===== src/rtl/uart_pkg.sv =====
// Shared UART types and defaults used by the transmit controller and its baud generator.
package uart_pkg;

    localparam int UART_DATA_WIDTH     = 8;
    localparam int UART_BAUD_DIV_WIDTH = 16;

    typedef enum logic [2:0] {
        TX_IDLE,
        TX_FETCH,
        TX_LOAD,
        TX_START,
        TX_DATA,
        TX_PARITY,
        TX_STOP
    } tx_state_t;

    // States in which a serial bit is on the line and the baud counter runs.
    function automatic logic is_bit_state(input tx_state_t s);
        return (s == TX_START) || (s == TX_DATA) || (s == TX_PARITY) || (s == TX_STOP);
    endfunction

endpackage


===== src/rtl/uart_baud_gen.sv =====
// Bit-period counter: counts 0..i_div while running and flags the last cycle of each bit.
module uart_baud_gen
    import uart_pkg::*;
#(
    parameter int DIV_WIDTH = UART_BAUD_DIV_WIDTH
) (
    input  logic                 i_clk,
    input  logic                 i_rst,
    input  logic                 i_clear,
    input  logic [DIV_WIDTH-1:0] i_div,
    output logic                 o_tick
);

    logic [DIV_WIDTH-1:0] cnt_q;
    logic [DIV_WIDTH-1:0] cnt_d;

    always_comb begin
        cnt_d = cnt_q;
        if (i_clear || (cnt_q == i_div)) begin
            cnt_d = '0;
        end else begin
            cnt_d = cnt_q + 1'b1;
        end
    end

    assign o_tick = !i_clear && (cnt_q == i_div);

    // NOTE: state registers use non-blocking assignments so every flop samples pre-edge values.
    always_ff @(posedge i_clk) begin
        if (i_rst) begin
            cnt_q <= '0;
        end else begin
            cnt_q <= cnt_d;
        end
    end

endmodule


===== src/rtl/uart_tx_ctrl.sv =====
// UART transmit sequencer: pops a byte from the downstream FIFO and serialises it onto o_tx.
module uart_tx_ctrl
    import uart_pkg::*;
#(
    parameter int DATA_WIDTH     = UART_DATA_WIDTH,
    parameter int BAUD_DIV_WIDTH = UART_BAUD_DIV_WIDTH
) (
    input  logic                      i_apb_pclk,
    input  logic                      i_apb_preset,
    input  logic                      i_enable,
    input  logic [BAUD_DIV_WIDTH-1:0] i_baud_div,
    input  logic                      i_parity_en,
    input  logic                      i_parity_odd,
    input  logic                      i_stop2,
    input  logic                      i_dfifo_empty,
    input  logic [DATA_WIDTH-1:0]     i_dfifo_data,
    output logic                      o_dfifo_read_req,
    output logic                      o_tx,
    output logic                      o_tx_busy,
    output logic                      o_tx_done
);

    localparam int BIT_CNT_W = (DATA_WIDTH > 2) ? $clog2(DATA_WIDTH) : 1;
    localparam logic [BIT_CNT_W-1:0] LAST_DATA_BIT = BIT_CNT_W'(DATA_WIDTH - 1);

    tx_state_t                 state_q,    state_d;
    logic [DATA_WIDTH-1:0]     shift_q,    shift_d;
    logic [BIT_CNT_W-1:0]      bit_cnt_q,  bit_cnt_d;
    logic [BAUD_DIV_WIDTH-1:0] div_q,      div_d;
    logic                      par_en_q,   par_en_d;
    logic                      par_bit_q,  par_bit_d;
    logic                      stop2_q,    stop2_d;
    logic                      tx_q,       tx_d;
    logic                      req_q,      req_d;
    logic                      busy_q,     busy_d;
    logic                      end_q,      end_d;
    logic                      done_q,     done_d;
    logic                      baud_tick;
    logic                      more_data;

    uart_baud_gen #(
        .DIV_WIDTH (BAUD_DIV_WIDTH)
    ) u_baud_gen (
        .i_clk   (i_apb_pclk),
        .i_rst   (i_apb_preset),
        .i_clear (!is_bit_state(state_q)),
        .i_div   (div_q),
        .o_tick  (baud_tick)
    );

    assign more_data = i_enable && !i_dfifo_empty;

    // NOTE: every always_comb output gets its default first, so no path can infer a latch.
    always_comb begin
        state_d   = state_q;
        shift_d   = shift_q;
        bit_cnt_d = bit_cnt_q;
        div_d     = div_q;
        par_en_d  = par_en_q;
        par_bit_d = par_bit_q;
        stop2_d   = stop2_q;
        end_d     = 1'b0;

        case (state_q)
            TX_IDLE: begin
                if (more_data) state_d = TX_FETCH;
            end
            TX_FETCH: begin
                state_d = TX_LOAD;
            end
            TX_LOAD: begin
                // Snapshot byte and line config; later register writes wait for the next frame.
                state_d   = TX_START;
                shift_d   = i_dfifo_data;
                div_d     = i_baud_div;
                par_en_d  = i_parity_en;
                par_bit_d = (^i_dfifo_data) ^ i_parity_odd;
                stop2_d   = i_stop2;
                bit_cnt_d = '0;
            end
            TX_START: begin
                if (baud_tick) state_d = TX_DATA;
            end
            TX_DATA: begin
                if (baud_tick) begin
                    shift_d = shift_q >> 1;
                    if (bit_cnt_q == LAST_DATA_BIT) begin
                        bit_cnt_d = '0;
                        state_d   = par_en_q ? TX_PARITY : TX_STOP;
                    end else begin
                        bit_cnt_d = bit_cnt_q + 1'b1;
                    end
                end
            end
            TX_PARITY: begin
                if (baud_tick) state_d = TX_STOP;
            end
            TX_STOP: begin
                if (baud_tick) begin
                    if (bit_cnt_q == BIT_CNT_W'(stop2_q)) begin
                        bit_cnt_d = '0;
                        end_d     = 1'b1;
                        state_d   = more_data ? TX_FETCH : TX_IDLE;
                    end else begin
                        bit_cnt_d = bit_cnt_q + 1'b1;
                    end
                end
            end
            default: begin
                state_d = TX_IDLE;
            end
        endcase

        // The line register follows the current state, so o_tx trails the FSM by one cycle.
        case (state_q)
            TX_START:  tx_d = 1'b0;
            TX_DATA:   tx_d = shift_q[0];
            TX_PARITY: tx_d = par_bit_q;
            default:   tx_d = 1'b1;
        endcase

        req_d  = (state_d == TX_FETCH);
        busy_d = (state_d != TX_IDLE);
        done_d = end_q;
    end

    always_ff @(posedge i_apb_pclk) begin
        if (i_apb_preset) begin
            state_q   <= TX_IDLE;
            shift_q   <= '0;
            bit_cnt_q <= '0;
            div_q     <= '0;
            par_en_q  <= 1'b0;
            par_bit_q <= 1'b0;
            stop2_q   <= 1'b0;
            tx_q      <= 1'b1;
            req_q     <= 1'b0;
            busy_q    <= 1'b0;
            end_q     <= 1'b0;
            done_q    <= 1'b0;
        end else begin
            state_q   <= state_d;
            shift_q   <= shift_d;
            bit_cnt_q <= bit_cnt_d;
            div_q     <= div_d;
            par_en_q  <= par_en_d;
            par_bit_q <= par_bit_d;
            stop2_q   <= stop2_d;
            tx_q      <= tx_d;
            req_q     <= req_d;
            busy_q    <= busy_d;
            end_q     <= end_d;
            done_q    <= done_d;
        end
    end

    assign o_tx             = tx_q;
    assign o_dfifo_read_req = req_q;
    assign o_tx_busy        = busy_q;
    assign o_tx_done        = done_q;

endmodule

===== config.mk =====
export PLATFORM = sky130hd
export DESIGN_NAME = uart_tx_ctrl
export DESIGN_NICKNAME = d
export VERILOG_FILES = /design/src/rtl/uart_pkg.sv /design/src/rtl/uart_baud_gen.sv /design/src/rtl/uart_tx_ctrl.sv
export SDC_FILE = /design/constraint.sdc
export NUM_CORES = 1
export LEC_CHECK = 0
export ABC_AREA = 1
export ABC_CLOCK_PERIOD_IN_PS = 4210
export CORE_MARGIN = 5
export CORE_UTILIZATION = 60
export CTS_BUF_LIST = sky130_fd_sc_hd__clkbuf_8
export CTS_CLUSTER_DIAMETER = 40
export DETAILED_ROUTE_END_ITERATION = 12
export PLACE_DENSITY = 0.86
export SYNTH_ARGS = -nofsm -noshare
export SYNTH_HDL_FRONTEND = slang
export SYNTH_SLANG_ARGS = --single-unit

===== constraint.sdc =====
create_clock -name i_apb_pclk -period 4.21 [get_ports i_apb_pclk]
set_input_delay 1.0525 -clock i_apb_pclk [delete_from_list [all_inputs] [get_ports i_apb_pclk]]
set_output_delay 1.0525 -clock i_apb_pclk [all_outputs]
set_load 0.05 [all_outputs]

==> summary.txt, run 1 <==
Notes on the flow outputs.

- The flow ran to the end, and the final reports show no timing, DRC or antenna violations.
- For reference, the final report shows the max-slew violation count at 0.
- Pin placement for this block handled 35 I/O pins.
- Per the slew report, the remaining headroom to the max-slew limit stands at 0.647.
- The synthesis report lists the Yosys warning total as 0.
- The static leakage reads between 1 and 1.5 nW.
- The synthesized net count reads 412.
- The count of input and output buffers reads 34.
- In this run the most critical hold path is launched from done_d.
- For this run, the total global-route usage over all layers was measured as 0.190.
- Setup slack on the worst path after placement came out at about 1.7 ns.
- Per Yosys stat, the portion of area used by sequential elements is 0.405.
- The antenna diode count is 0.
- The number of filler instances in the final layout is 380.
- The final net count reads 445.
- The number of hold violations in the final report is 0.
- The number of distinct library cells after synthesis reads 29.
- The launching instance or port of the critical path is o_dfifo_read_req.
- The share of total power dissipated in combinational logic is 0.229.
- Once the clock tree was built, the setup fixing pass inserted 0 buffers.
- For this design, Yosys synthesis ends with a cell count of about 380.
- The number of gates resized after CTS was 0.
- The number of buffer and inverter stages on the critical path reads 1.
- On the critical path the largest part of the delay comes from buffers and inverters.
- The post-CTS hold buffer count recorded in the log is 0.
- The core utilization before placement reads 0.618.
- The ratio of total power to cell area reads approximately 360 nW/µm².
- The die is ~77 µm wide.
- The worst VDD IR drop from the latest analysis is roughly 0.25 mV.
- The synthesized design contains 0 enable-type register cells.
- The post-synthesis average cell area is between 7 and 8 µm².
- The wire length of the first global-routing pass reads between 9000 and 10000 µm.
- The period utilization reads 0.589.
- The count of clock tree sinks reads 54.
- The synthesized design contains approximately 54 register bits.
- In this run the number of H-tree levels came out at 2.
- The number of global-route vias before repair was 2279.
- Data on the critical path is required at its endpoint by roughly 3.2 ns.
- The worst reg2reg path endpoint reads shift_q[4].
- The violation tally from detailed-route iteration zero reads 173.
- The highest-delay cell along the critical path reads sky130_fd_sc_hd__clkdlybuf4s50_1.
- Walking the worst path, the cells encountered are clkdlybuf4s50_1.
- The area inside the core boundary reads about 4300 µm².
- The final tally of setup violations is 0.
- STA classifies the critical path startpoint as a flip-flop.
- The area share of the largest cell type after synthesis reads 0.405.
- The length in cells of the worst reg-to-reg path reads 6.
- The internal power of the cells totals slightly below 0.0008 W.
- The time the worst path needs with I/O delays and setup reads 2.48 ns.
- The worst-case reg-to-reg setup slack stands at 2.20 ns.
- The cell type with the largest total area is sky130_fd_sc_hd__dfxtp_1.
- According to the timing report, the arrival time at the worst endpoint equals around 1.4 ns.
- Yosys instantiated no cell more often than sky130_fd_sc_hd__nand2_1.
- The buffer cell driving the clock tree root is sky130_fd_sc_hd__clkbuf_8.
- The launch point of the worst register-to-register path is recorded as state_q[1].
[run 1: power groups by stage]
stage | registers [W] | clock network [W] | logic, W
global route | 0.000585 | 0.000326 | 0.000292
global placement | 0.000589 | 0 | 0.000253
finish | 0.000580 | 0.000297 | 0.000260
floorplan | 0.000598 | 0 | 0.000179
detailed placement | 0.000590 | 0 | 0.000261
CTS | 0.000579 | 0.000300 | 0.000262
[run 1: layout make-up]
class / count / area, µm² / area share
clock inverter: 2 / 8.76 / 0.00280
sequential: 54 / 1080 / 0.345
timing repair buffer: 35 / 348 / 0.111
multi-input combinational: 262 / 1340 / 0.429
clock buffer: 6 / 82.6 / 0.0264
inverter: 53 / 201 / 0.0644
tap: 52 / 65.1 / 0.0208
[run 1: layout by cell type, fill, tap and decap left out, types with 9 or more instances in the layout]
cell                              count
sky130_fd_sc_hd__inv_1               44
sky130_fd_sc_hd__clkdlybuf4s50_1     34
sky130_fd_sc_hd__dfxtp_1             54
sky130_fd_sc_hd__a21oi_1             37
sky130_fd_sc_hd__inv_2                9
sky130_fd_sc_hd__nand3_1             13
sky130_fd_sc_hd__o21ai_0             31
sky130_fd_sc_hd__nor2_1              29
sky130_fd_sc_hd__nand2_1             93
[run 1: worst max-delay path by stage]
| stage | end | slack, ns | depth (start not counted) |
|---|---|---|---|
| final | o_dfifo_read_req | 1.73 | 1 |
| after global routing | o_dfifo_read_req | 1.68 | 1 |
| after CTS | o_dfifo_read_req | 1.72 | 1 |
| after detailed placement | u_baud_gen.cnt_q[7] | 1.71 | 6 |
| after global placement | u_baud_gen.cnt_q[11] | 1.80 | 6 |
| after floorplan | par_bit_q | 2.32 | 5 |
[run 1: cell families after synthesis]
logic type,after synthesis,share of synthesized area
AND-OR/OR-AND,86,0.169
AND/OR/NAND/NOR,162,0.284
adder cells (fa/ha/maj),3,0.0141
flip-flops,54,0.405
XOR/XNOR,11,0.0361
buffers and inverters,62,0.0927
[run 1: layer usage]
layer,global-route usage,part of all wire
met5,0,0
met4,0.0717,0.013
met2,0.326,0.49
met3,0.0410,0.040
met1,0.232,0.46
[run 1: sequential cells by signal, summed over array words and instances (netlist names)]
name	cells
bit_cnt_q	3
div_q	16
done_d	1
o_dfifo_read_req	1
o_tx	1
o_tx_busy	1
o_tx_done	1
par_bit_q	1
par_en_q	1
shift_q	8
state_q	3
stop2_q	1
u_baud_gen.cnt_q	16
[run 1: per-stage QoR]
stage	total power, W	instances	instance area, µm²	hold slack [ns]	util
floorplan	0.000777	378	2670	0.388	-
global placement	0.000843	456	3040	0.398	0.703
detailed placement	0.000852	456	3040	0.417	0.703
CTS	0.00114	464	3130	0.430	0.724
global route	0.00120	464	3130	0.446	0.724
finish	0.00114	464	3130	0.419	0.724
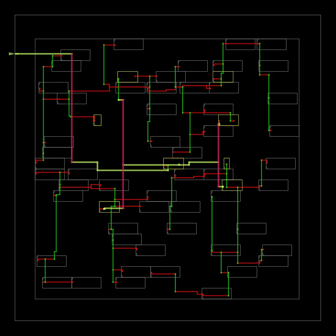
(run_1/clocks.png)
insertion delay to the later sink of the worst-skew pair: 0.31 ns
worst clock skew: 0.00654 ns
seq_cells: 54

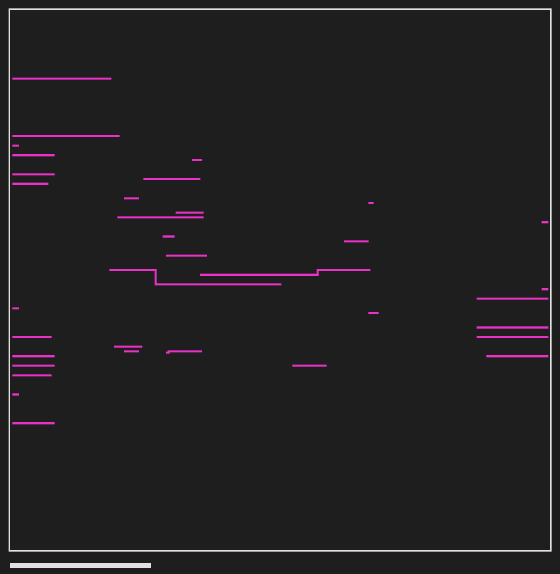
(run_1/layer_met3.png)
Scale bar: 20 µm.
The wires run mostly horizontal. The layer holds 4.0% of the routed length.
M3 GR Usage: 0.0410
post-detailed-routing wire length: 5470 µm
vias: 2421

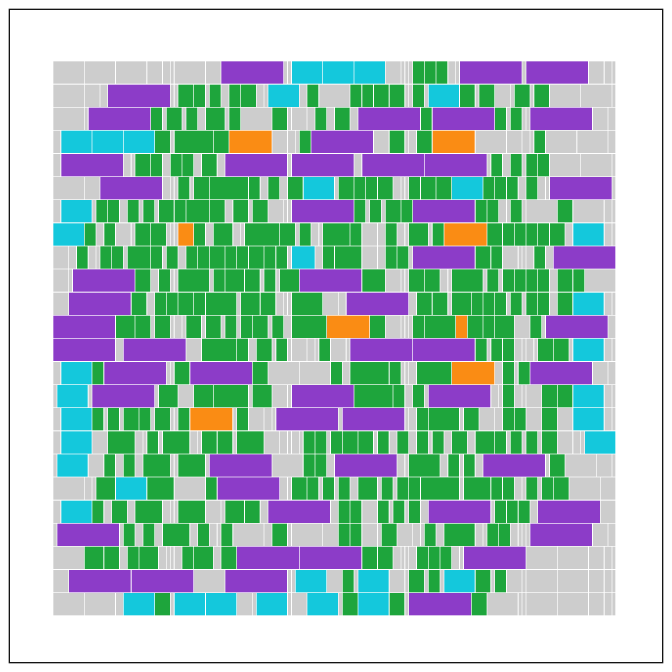
(run_1/placement_by_type.png)
Fill, decap, tap and diode cells in grey.
Key: cyan = other buffers and delay cells [cells 35, share of their area 11%]; purple = flops [cells 54, share of their area 35%]; green = combinational and other logic [cells 315, share of their area 50%]; orange = clock drivers and dummy loads [cells 8, share of their area 3.0%]
Final Instance Area: 3130 µm²
std cell rows: 24

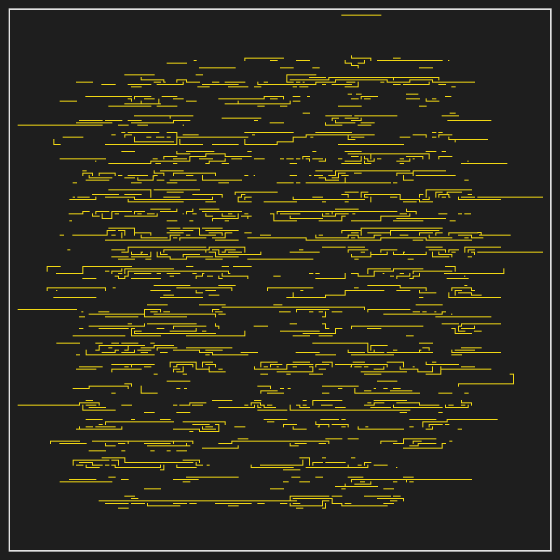
(run_1/layer_met1.png)
The layer holds 46% of the routed length. The longest straight run is 28.1 µm.
met1 track demand over resource: 0.232

==> inputs of run 2 (changes only) <==
--- a/config.mk
+++ b/config.mk
@@ -6,13 +6,13 @@
 export NUM_CORES = 1
 export LEC_CHECK = 0
 export ABC_AREA = 1
-export ABC_CLOCK_PERIOD_IN_PS = 4210
+export ABC_CLOCK_PERIOD_IN_PS = 2300
 export CORE_MARGIN = 5
-export CORE_UTILIZATION = 60
+export CORE_UTILIZATION = 57
 export CTS_BUF_LIST = sky130_fd_sc_hd__clkbuf_8
 export CTS_CLUSTER_DIAMETER = 40
 export DETAILED_ROUTE_END_ITERATION = 12
-export PLACE_DENSITY = 0.86
+export PLACE_DENSITY = 0.82
 export SYNTH_ARGS = -nofsm -noshare
 export SYNTH_HDL_FRONTEND = slang
 export SYNTH_SLANG_ARGS = --single-unit
==> constraint.sdc (replaced) <==
create_clock -name i_apb_pclk -period 2.3 [get_ports i_apb_pclk]
set_input_delay 0.575 -clock i_apb_pclk [delete_from_list [all_inputs] [get_ports i_apb_pclk]]
set_output_delay 0.575 -clock i_apb_pclk [all_outputs]
set_load 0.05 [all_outputs]
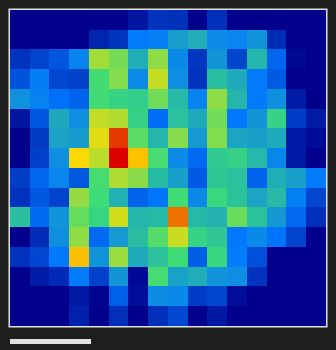
(run_2/metal_density.png)
Scale bar: 20 µm. 16 x 16 tiles, from dark blue (low) to red (high), scaled to the fullest tile. Values are wire area over tile area, all layers added.
The emptiest ninth of the die: south-east. 22% of the tiles are nearly empty. The mean over all tiles is 0.14. The densest ninth of the die: centre. The fullest tile reaches 0.54.
post-detailed-routing wire length: 5460 µm
vias: 2386
total routing resource utilization after global routing: 0.191

==> summary.txt, run 2 <==
Notes on the flow outputs.

- The fraction of met1 tracks used by global routing reads 0.223.
- For this run, the number of Yosys warnings is 0.
- The post-synthesis average cell area reads slightly above 7 µm².
- The register-to-register setup slack is around 0.38 ns.
- Synthesis inferred 54 register bits.
- In the power breakdown, the internal column shows 0.00156 W.
- The number of hold violations in the final report is 0.
- After synthesis, the design contains around 380 cells according to Yosys.
- The largest registers in the layout are div_q: 16 flops, u_baud_gen.cnt_q: 16 flops, shift_q: 8 flops.
- The worst slew slack as a fraction of its limit reads 0.635.
- The data required time at the worst endpoint is ~1.7 ns.
- The final net count is ~450.
- The launching instance or port of the critical path is o_tx_busy.
- The cell class contributing the biggest share of worst-path delay reads buffers and inverters.
- The violation tally from detailed-route iteration zero reads between 100 and 150.
- The final tally of setup violations is 0.
- The number of H-tree branching levels reads 2.
- The buffer cell driving the clock tree root reads sky130_fd_sc_hd__clkbuf_8.
- The top cell type by instance count after synthesis is sky130_fd_sc_hd__nand2_1.
- STA lists the endpoint of the worst register-to-register path as u_baud_gen.cnt_q[7].
- The relative contribution of combinational cells to total power reads 0.221.
- STA puts the critical path data arrival time at between 1 and 1.5 ns.
- The number of global-route vias before repair was between 2k and 2.5k.
- The static leakage is 1.25 nW.
- 35 I/O pins were placed.
- The count of standard-cell rows reads 25.
- The share of synthesized registers carrying an async set or reset reads 0.
- The post-CTS hold buffer count recorded in the log is 0.
- The startpoint kind of the worst setup timing path reads a flip-flop.
- The highest-delay cell along the critical path is sky130_fd_sc_hd__clkdlybuf4s50_1.
- The post-synth tally of flip-flops with integrated enable is 0.
- The fraction of met3 tracks used by global routing is 0.0447.
- The worst register-to-register path begins at state_q[2].
- The initial utilization of the core area, before any placement, comes to 0.577.
- The most heavily used metal layer in global routing is met2.
- The number of post-CTS setup repair buffers reads 0.
- The script computed a power per unit cell area of 689 nW/µm².
- The number of buffer and inverter stages on the critical path reads 1.
- The peak supply drop is 0.441 mV.
- The number of gates on the worst path with buffers counted reads 1.
- The library cell used most frequently in the layout, excluding fill and tap cells, is sky130_fd_sc_hd__nand2_1.
- The area share of the largest cell type after synthesis is 0.405.
- Per the cell usage report, the commonest logic cells after layout are sky130_fd_sc_hd__nand2_1, sky130_fd_sc_hd__dfxtp_1, sky130_fd_sc_hd__inv_1.
- The overall die width is ~78 µm.
- The delay of the slowest cell on the worst path reads roughly 0.80 ns.
- When the netlist entered floorplanning its net count stood at between 400 and 500.
- The cell type with the largest total area is sky130_fd_sc_hd__dfxtp_1.
- The total area inside the core boundary comes to between 4000 and 5000 µm².
- The count of input and output buffers reads 34.
- The period utilization is 0.869.
- The flow ran to the end, and the final reports show no timing, DRC or antenna violations.
- The report lists the cells along the critical path as clkdlybuf4s50_1.
- met2 track demand over resource after global routing is 0.343.
- The antenna diode count reads 0.
- The smallest clock period supported by the final layout is computed as around 2.0 ns.
- The length in cells of the worst reg-to-reg path reads 10.
- The total count of max-transition violations in the final report reads 0.
- The post-cts gate resize count reads 0.
- The area used by multi-input combinational logic reads ~1300 µm².
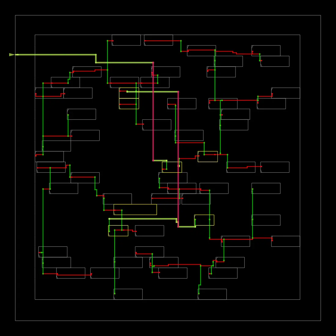
(run_2/clocks.png)
insertion delay to the later sink of the worst-skew pair: 0.30 ns
clk pwr: 0.000644 W
Clock Sink Count: 54

==> run 2: cell counts after synthesis <==
Identical to the previous run, type by type.
==> run 2: layer usage <==
| layer | wire (µm) | up-vias |
|---|---|---|
| met2 | 2640 | 42 |
| met3 | 226 | 9 |
| met4 | 96 | 0 |
| met1 | 2500 | 1054 |
| li1 | - | 1281 |
| met5 | 0 | - |
==> run 2: power groups by stage <==
| stage | combinational (W) | clock [W] | sequential [W] |
|---|---|---|---|
| 4_1_cts | 0.000487 | 0.000654 | 0.00106 |
| 2_1_floorplan | 0.000328 | 0 | 0.00109 |
| 3_5_place_dp | 0.000484 | 0 | 0.00108 |
| 5_1_grt | 0.000550 | 0.000702 | 0.00107 |
| 3_3_place_gp | 0.000474 | 0 | 0.00108 |
| 6_report | 0.000483 | 0.000644 | 0.00106 |
==> run 2: cell type report <==
type,instances,share of cell area
Tap cell,54,0.0213
Multi-Input combinational cell,262,0.423
Clock buffer,6,0.0260
Sequential cell,54,0.340
Inverter,53,0.0634
Clock inverter,1,0.00946
Timing Repair Buffer,38,0.117
==> run 2: through the flow <==
step / area [µm²] / total power, W / utilization / setup WS, ns / cells
after floorplan: 2670 / 0.00142 / - / 0.672 / 378
after global placement: 3060 / 0.00155 / 0.662 / 0.374 / 461
after detailed placement: 3060 / 0.00156 / 0.662 / 0.357 / 461
after CTS: 3180 / 0.00220 / 0.686 / 0.283 / 468
after global routing: 3180 / 0.00232 / 0.686 / 0.209 / 468
final: 3180 / 0.00219 / 0.686 / 0.302 / 468
==> run 2: tightest hold or removal path: cells and delay by family, from the launching register on <==
family | cells | cell delay (ns)
buffers and inverters | 1 | 0.04
AND/OR/NAND/NOR | 1 | 0.03
flip-flops | 1 | 0.31
==> run 2: how the worst min path moves through the flow <==
stage | from | endpoint | slack [ns] | cells past startpoint
CTS | done_d | o_tx_done | 0.42 | 2
detailed placement | done_d | o_tx_done | 0.40 | 2
global route | done_d | o_tx_done | 0.43 | 2
global placement | done_d | o_tx_done | 0.40 | 2
floorplan | done_d | o_tx_done | 0.39 | 2
finish | done_d | o_tx_done | 0.42 | 2
==> run 2: logic make-up (layout without fill, tap and decap cells) <==
kind of cell    after synthesis  in the layout  share of synthesized area
fa+ha+maj                     3              3                     0.0141
xor+xnor                     11             11                     0.0361
buf+inv                      62             98                     0.0927
simple gates                162            162                      0.284
compound gates               86             86                      0.169
flops                        54             54                      0.405
Power is estimated from default activity; no workload was simulated.
